**config.mk**
```make
export PLATFORM = sky130hd
export DESIGN_NAME = fetch_unit_flat
export DESIGN_NICKNAME = d
export VERILOG_FILES = /design/src/rtl/fetch_unit_if.sv /design/src/rtl/fetch_unit.sv /design/src/flat_wrapper.sv
export SDC_FILE = /design/constraint.sdc
export NUM_CORES = 1
export LEC_CHECK = 0
export CAP_MARGIN = 15
export CORE_ASPECT_RATIO = 1.2
export CORE_UTILIZATION = 50
export CTS_CLUSTER_SIZE = 25
export DETAILED_ROUTE_END_ITERATION = 8
export DONT_BUFFER_PORTS = 1
export PLACE_DENSITY = 0.65
export SLEW_MARGIN = 0
export SYNTH_ARGS = -nofsm -noshare
export SYNTH_HDL_FRONTEND = slang
export SYNTH_SLANG_ARGS = --single-unit
```
**constraint.sdc**
```tcl
create_clock -name clk -period 4 [get_ports clk]
set_input_delay 0.8 -clock clk [delete_from_list [all_inputs] [get_ports clk]]
set_output_delay 0.8 -clock clk [all_outputs]
set_load 0.01 [all_outputs]
```
**src/rtl/fetch_unit_if.sv**
```systemverilog
// Fetch-stage bus bundle: instruction-memory read port, instruction handshake to
// control, redirect input and fault flag.
interface fetch_unit_if;
  logic        mem_req_o;
  logic [31:0] mem_addr_o;
  logic        mem_ack_i;
  logic [31:0] mem_data_i;
  logic        ins_valid_o;
  logic [31:0] ins_o;
  logic [31:0] ins_pc_o;
  logic        ins_ready_i;
  logic        redirect_i;
  logic [31:0] redirect_pc_i;
  logic        fault_o;

  modport master (
    output mem_req_o, mem_addr_o, ins_valid_o, ins_o, ins_pc_o, fault_o,
    input  mem_ack_i, mem_data_i, ins_ready_i, redirect_i, redirect_pc_i
  );

  modport slave (
    input  mem_req_o, mem_addr_o, ins_valid_o, ins_o, ins_pc_o, fault_o,
    output mem_ack_i, mem_data_i, ins_ready_i, redirect_i, redirect_pc_i
  );
endinterface

```
**src/rtl/fetch_unit.sv**
```systemverilog
// Instruction prefetch: single-outstanding memory reads into a small queue.
// Build option FETCH_ALIGN_CHECK_EN turns misaligned redirects into a sticky HALT.
module fetch_unit #(
  parameter logic [31:0] RESET_PC = 32'h0000_0000,
  parameter int          DEPTH    = 2
) (
  input logic        clk,
  input logic        reset,
  fetch_unit_if.master bus
);

  localparam int PTR_W = (DEPTH > 1) ? $clog2(DEPTH) : 1;
  localparam int CNT_W = $clog2(DEPTH + 1);
  localparam logic [CNT_W-1:0] DEPTH_C = CNT_W'(DEPTH);

  localparam logic [1:0] IDLE  = 2'd0;
  localparam logic [1:0] REQ   = 2'd1;
  localparam logic [1:0] DRAIN = 2'd2;
  localparam logic [1:0] HALT  = 2'd3;

  logic [1:0]       state_q, state_d;
  logic             req_q, req_d;
  logic [31:0]      addr_q, addr_d;
  logic [31:0]      fetch_pc_q, fetch_pc_d;
  logic [CNT_W-1:0] count_q, count_d;
  logic [PTR_W-1:0] rd_ptr_q, rd_ptr_d;
  logic [PTR_W-1:0] wr_ptr_q, wr_ptr_d;
  logic             valid_q, valid_d;
  logic [31:0]      data_q [DEPTH];
  logic [31:0]      data_d [DEPTH];
  logic [31:0]      pc_q   [DEPTH];
  logic [31:0]      pc_d   [DEPTH];

  logic             push, pop;
  logic [31:0]      redir_pc;
  logic [31:0]      next_pc;

  assign redir_pc = bus.redirect_pc_i & ~32'h3;
  assign next_pc  = fetch_pc_q + 32'd4;

`ifdef FETCH_ALIGN_CHECK_EN
  logic fault_q, fault_d;
  logic misaligned;
  assign misaligned = |bus.redirect_pc_i[1:0];
`endif

  // NOTE: every always_comb output gets a default first so no path can infer a latch.
  always_comb begin
    state_d    = state_q;
    req_d      = req_q;
    addr_d     = addr_q;
    fetch_pc_d = fetch_pc_q;
    rd_ptr_d   = rd_ptr_q;
    wr_ptr_d   = wr_ptr_q;
    data_d     = data_q;
    pc_d       = pc_q;
`ifdef FETCH_ALIGN_CHECK_EN
    fault_d    = fault_q;
`endif

    pop  = !bus.redirect_i && valid_q && bus.ins_ready_i;
    push = !bus.redirect_i && (state_q == REQ) && bus.mem_ack_i;

    count_d = count_q + CNT_W'(push) - CNT_W'(pop);
    if (push) begin
      data_d[wr_ptr_q] = bus.mem_data_i;
      pc_d[wr_ptr_q]   = addr_q;
      wr_ptr_d         = wr_ptr_q + PTR_W'(1);
    end
    if (pop) rd_ptr_d = rd_ptr_q + PTR_W'(1);

    if (bus.redirect_i) begin
      count_d  = '0;
      rd_ptr_d = '0;
      wr_ptr_d = '0;
`ifdef FETCH_ALIGN_CHECK_EN
      if (misaligned) begin
        // An outstanding read still has to finish on the bus; its data is dropped.
        fault_d = 1'b1;
        state_d = HALT;
        req_d   = req_q && !bus.mem_ack_i;
      end else
`endif
      begin
`ifdef FETCH_ALIGN_CHECK_EN
        fault_d = 1'b0;
`endif
        fetch_pc_d = redir_pc;
        if (req_q && !bus.mem_ack_i) begin
          state_d = DRAIN;
        end else begin
          state_d = REQ;
          req_d   = 1'b1;
          addr_d  = redir_pc;
        end
      end
    end else begin
      case (state_q)
        IDLE: begin
          if (count_d < DEPTH_C) begin
            state_d = REQ;
            req_d   = 1'b1;
            addr_d  = fetch_pc_q;
          end
        end
        REQ: begin
          if (bus.mem_ack_i) begin
            fetch_pc_d = next_pc;
            if (count_d < DEPTH_C) begin
              addr_d = next_pc;
            end else begin
              state_d = IDLE;
              req_d   = 1'b0;
            end
          end
        end
        DRAIN: begin
          if (bus.mem_ack_i) begin
            state_d = REQ;
            addr_d  = fetch_pc_q;
          end
        end
        HALT: begin
          if (bus.mem_ack_i) req_d = 1'b0;
        end
        default: begin
          state_d = IDLE;
          req_d   = 1'b0;
        end
      endcase
    end

    valid_d = (count_d != '0);
  end

  // NOTE: sequential state uses non-blocking assignments only, so every flop sees pre-edge values.
  always_ff @(posedge clk) begin
    if (reset) begin
      state_q    <= IDLE;
      req_q      <= 1'b0;
      addr_q     <= RESET_PC;
      fetch_pc_q <= RESET_PC;
      count_q    <= '0;
      rd_ptr_q   <= '0;
      wr_ptr_q   <= '0;
      valid_q    <= 1'b0;
      // NOTE: the queue is only DEPTH words, so it is reset to give ins_o/ins_pc_o a defined 0.
      for (int i = 0; i < DEPTH; i++) begin
        data_q[i] <= '0;
        pc_q[i]   <= '0;
      end
    end else begin
      state_q    <= state_d;
      req_q      <= req_d;
      addr_q     <= addr_d;
      fetch_pc_q <= fetch_pc_d;
      count_q    <= count_d;
      rd_ptr_q   <= rd_ptr_d;
      wr_ptr_q   <= wr_ptr_d;
      valid_q    <= valid_d;
      data_q     <= data_d;
      pc_q       <= pc_d;
    end
  end

`ifdef FETCH_ALIGN_CHECK_EN
  always_ff @(posedge clk) begin
    if (reset) fault_q <= 1'b0;
    else       fault_q <= fault_d;
  end
  assign bus.fault_o = fault_q;
`else
  assign bus.fault_o = 1'b0;
`endif

  assign bus.mem_req_o   = req_q;
  assign bus.mem_addr_o  = addr_q;
  assign bus.ins_valid_o = valid_q;
  assign bus.ins_o       = data_q[rd_ptr_q];
  assign bus.ins_pc_o    = pc_q[rd_ptr_q];

endmodule

```
**src/flat_wrapper.sv**
```systemverilog
// flat-port wrapper written by rule: the top's interface ports become plain ports
module fetch_unit_flat 
#(
  parameter logic [31:0] RESET_PC = 32'h0000_0000,
  parameter int          DEPTH    = 2
)
  (clk, reset, bus_mem_req_o, bus_mem_addr_o, bus_ins_valid_o, bus_ins_o, bus_ins_pc_o, bus_fault_o, bus_mem_ack_i, bus_mem_data_i, bus_ins_ready_i, bus_redirect_i, bus_redirect_pc_i);
  fetch_unit_if bus_i ();
  input logic clk;
  input logic reset;
  output wire logic [$bits(bus_i.mem_req_o)-1:0] bus_mem_req_o;
  output wire logic [$bits(bus_i.mem_addr_o)-1:0] bus_mem_addr_o;
  output wire logic [$bits(bus_i.ins_valid_o)-1:0] bus_ins_valid_o;
  output wire logic [$bits(bus_i.ins_o)-1:0] bus_ins_o;
  output wire logic [$bits(bus_i.ins_pc_o)-1:0] bus_ins_pc_o;
  output wire logic [$bits(bus_i.fault_o)-1:0] bus_fault_o;
  input wire logic [$bits(bus_i.mem_ack_i)-1:0] bus_mem_ack_i;
  input wire logic [$bits(bus_i.mem_data_i)-1:0] bus_mem_data_i;
  input wire logic [$bits(bus_i.ins_ready_i)-1:0] bus_ins_ready_i;
  input wire logic [$bits(bus_i.redirect_i)-1:0] bus_redirect_i;
  input wire logic [$bits(bus_i.redirect_pc_i)-1:0] bus_redirect_pc_i;
  assign bus_mem_req_o = bus_i.mem_req_o;
  assign bus_mem_addr_o = bus_i.mem_addr_o;
  assign bus_ins_valid_o = bus_i.ins_valid_o;
  assign bus_ins_o = bus_i.ins_o;
  assign bus_ins_pc_o = bus_i.ins_pc_o;
  assign bus_fault_o = bus_i.fault_o;
  assign bus_i.mem_ack_i = bus_mem_ack_i;
  assign bus_i.mem_data_i = bus_mem_data_i;
  assign bus_i.ins_ready_i = bus_ins_ready_i;
  assign bus_i.redirect_i = bus_redirect_i;
  assign bus_i.redirect_pc_i = bus_redirect_pc_i;
  fetch_unit #(.RESET_PC(RESET_PC), .DEPTH(DEPTH)) u_core (.clk(clk), .reset(reset), .bus(bus_i));
endmodule
```
==> results.sh, run 1 <==
# implementation run metrics
export IMPL_fin_crit_sh_pct=69.83
export IMPL_cp_startpoint="u_core.fetch_pc_q[2]"
export IMPL_power_switching_uw=1049
export IMPL_gp_congestion=0.8667
export IMPL_drc=30
export IMPL_slew_violations=0
export IMPL_min_to="u_core.pc_q[57]"
export IMPL_met2_usage_pct=42.25
export IMPL_fmax_mhz=358.0
export IMPL_layout_cells_non_filler=1288
export IMPL_log_warning_count=30
export IMPL_worst_slack_ns=1.207
export IMPL_cts_resized=0
export IMPL_die_area_um2=18660
export IMPL_placed_area_um2=9077
export IMPL_ff_type="dfxtp_1"
export IMPL_grt_pass1_wl_um=37330
export IMPL_antenna_found_initial=0
export IMPL_comb_power_share_pct=6.8
export IMPL_grtUsageMet3_pct=4.970
export IMPL_relSlewSlack_pct=34.03
export IMPL_syn_area_per_cell_um2=8.110
export IMPL_grt_max_degree=174
export IMPL_crit_buf_inv=0
export IMPL_ys_ff=192
export IMPL_layout_area_seq_um2=3845
export IMPL_wl_met3_um=1369
export IMPL_busiest_layer="met2"
export IMPL_viasPerCell=5.754
export IMPL_path_clk_slew_ns=0.07
export IMPL_fp_coreArea_um2=17640
export IMPL_slowest_stage="or4_1"
export IMPL_common_cells="287 x nand2_1, 192 x dfxtp_1, 140 x a21oi_1, 76 x clkbuf_1, 63 x mux2_2"
export IMPL_n_all_buffers=16
export IMPL_hold_depth=1
export IMPL_violations="DRC"
export IMPL_grt_usage_pct=25.16
export IMPL_top_cell="nand2_1"
export IMPL_finalHoldWorstSlack_ns=0.4434
export IMPL_status="complete, but fails checks"
export IMPL_final_cell_area_um2=9687
export IMPL_top_area_share_pct=42.43
export IMPL_worst_ep_required_time_ns=4.29
export IMPL_swShare_pct=25.31
export IMPL_flop_count=192
export IMPL_biggestRegsByFlops="u_core.data_q (64), u_core.pc_q (60)"
export IMPL_crit_cells=6
export IMPL_critPathKind="register to register"
Run 1, register map, names as in the netlist:
Other sequential cells in the stronger gray, the rest of the logic in the fainter gray.
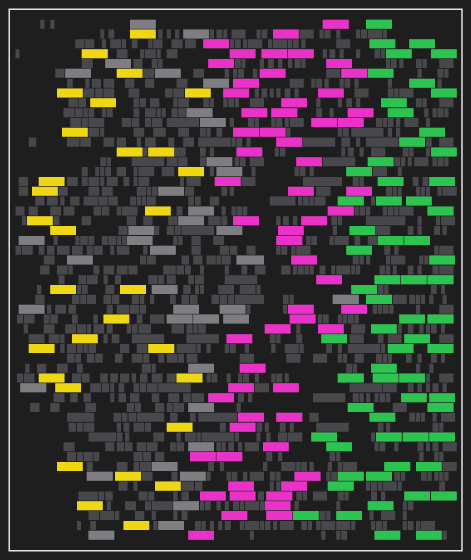
signal	color	placed flops
u_core.pc_q	magenta	60
u_core.data_q	green	64
u_core.fetch_pc_q	yellow	30
not colored	38

Run 1, metal 1:
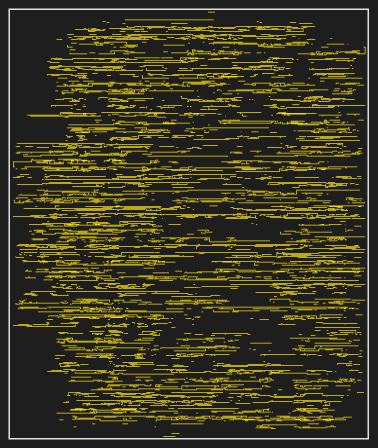
main direction	horizontal
wire length on this layer	10300 um

Run 1, clock wires, drivers and flops:
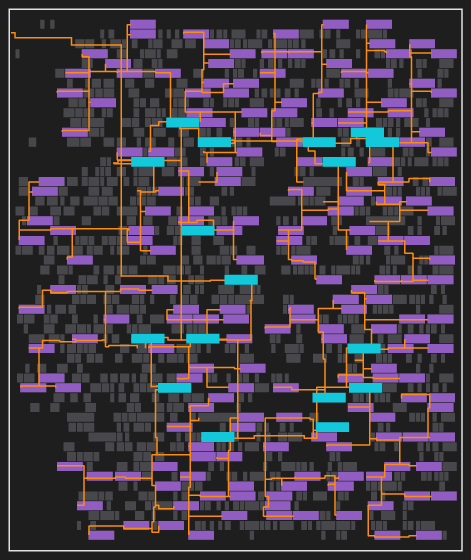
[clock wires] orange | length: 2190 um
[clock-net drivers] cyan | count: 17
[flip-flops] purple | count: 192
flops lie	widely spread

==> run 2, diff against run 1 <==
Settings changed: PLACE_DENSITY 0.65 to 0.62.
Clock period 4 ns to 2.9 ns, I/O delays scaled along.
Run 2, clock wires, drivers and flops:
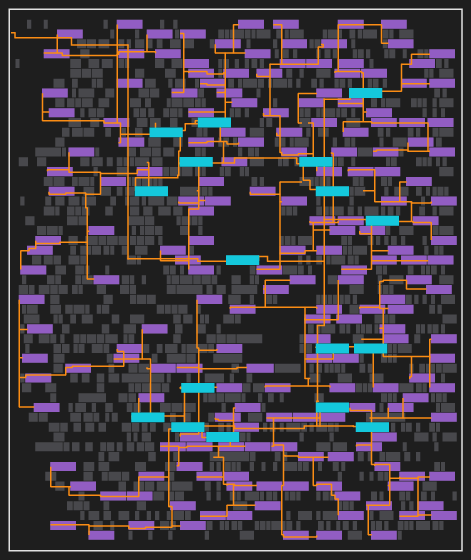
[clock wires] orange | length: 2200 um
[flip-flops] purple | count: 192
[clock-net drivers] cyan | count: 17
flops lie	widely spread
routed clock nets	18
clk latency late pin: 0.43 ns
clock group power: 2440 uW
Layout Skew: 0.01356 ns
clock share of power: 42.4%

Run 2, nets reached from selected ports:
Bar = 20 um.
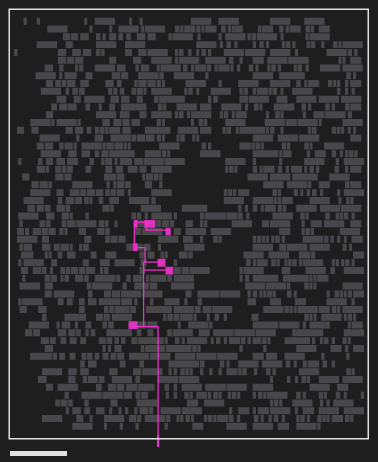
port	color	bits	direction	end cells	wire
bus_mem_ack_i	magenta	1	input	7	120 um

Run 2, track usage over the die:
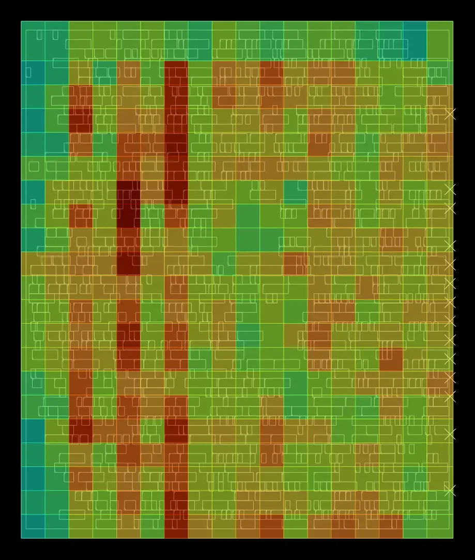
Finished Core Util: 55.87%
met3 GRT Util: 5.220%
GR Util All Layers: 25.02%
GRT busiest layer: met2

==> results.sh, run 2 <==
# implementation run metrics
export IMPL_status="complete, but fails checks"
export IMPL_violations="DRC"
export IMPL_grt_pass1_wl_um=37170
export IMPL_top_area_share_pct=42.43
export IMPL_crit_buf_inv=1
export IMPL_common_cells="287 x nand2_1, 192 x dfxtp_1, 140 x a21oi_1, 76 x clkbuf_1, 63 x mux2_2"
export IMPL_wl_met3_um=1364
export IMPL_ff_type="dfxtp_1"
export IMPL_n_all_buffers=30
export IMPL_fp_coreArea_um2=17640
export IMPL_swShare_pct=26.23
export IMPL_gp_congestion=0.8302
export IMPL_top_cell="nand2_1"
export IMPL_layout_cells_non_filler=1303
export IMPL_final_cell_area_um2=9856
export IMPL_layout_area_seq_um2=3845
export IMPL_ys_ff=192
export IMPL_placed_area_um2=9238
export IMPL_cts_resized=0
export IMPL_worst_slack_ns=0.3647
export IMPL_grt_max_degree=174
export IMPL_relSlewSlack_pct=54.14
export IMPL_syn_area_per_cell_um2=8.110
export IMPL_drc=28
export IMPL_critPathKind="register to register"
export IMPL_min_to="u_core.pc_q[58]"
export IMPL_viasPerCell=5.764
export IMPL_hold_depth=1
export IMPL_die_area_um2=18660
export IMPL_slowest_stage="or4_1"
export IMPL_fin_crit_sh_pct=87.43
Power and IR drop assume default switching activity.
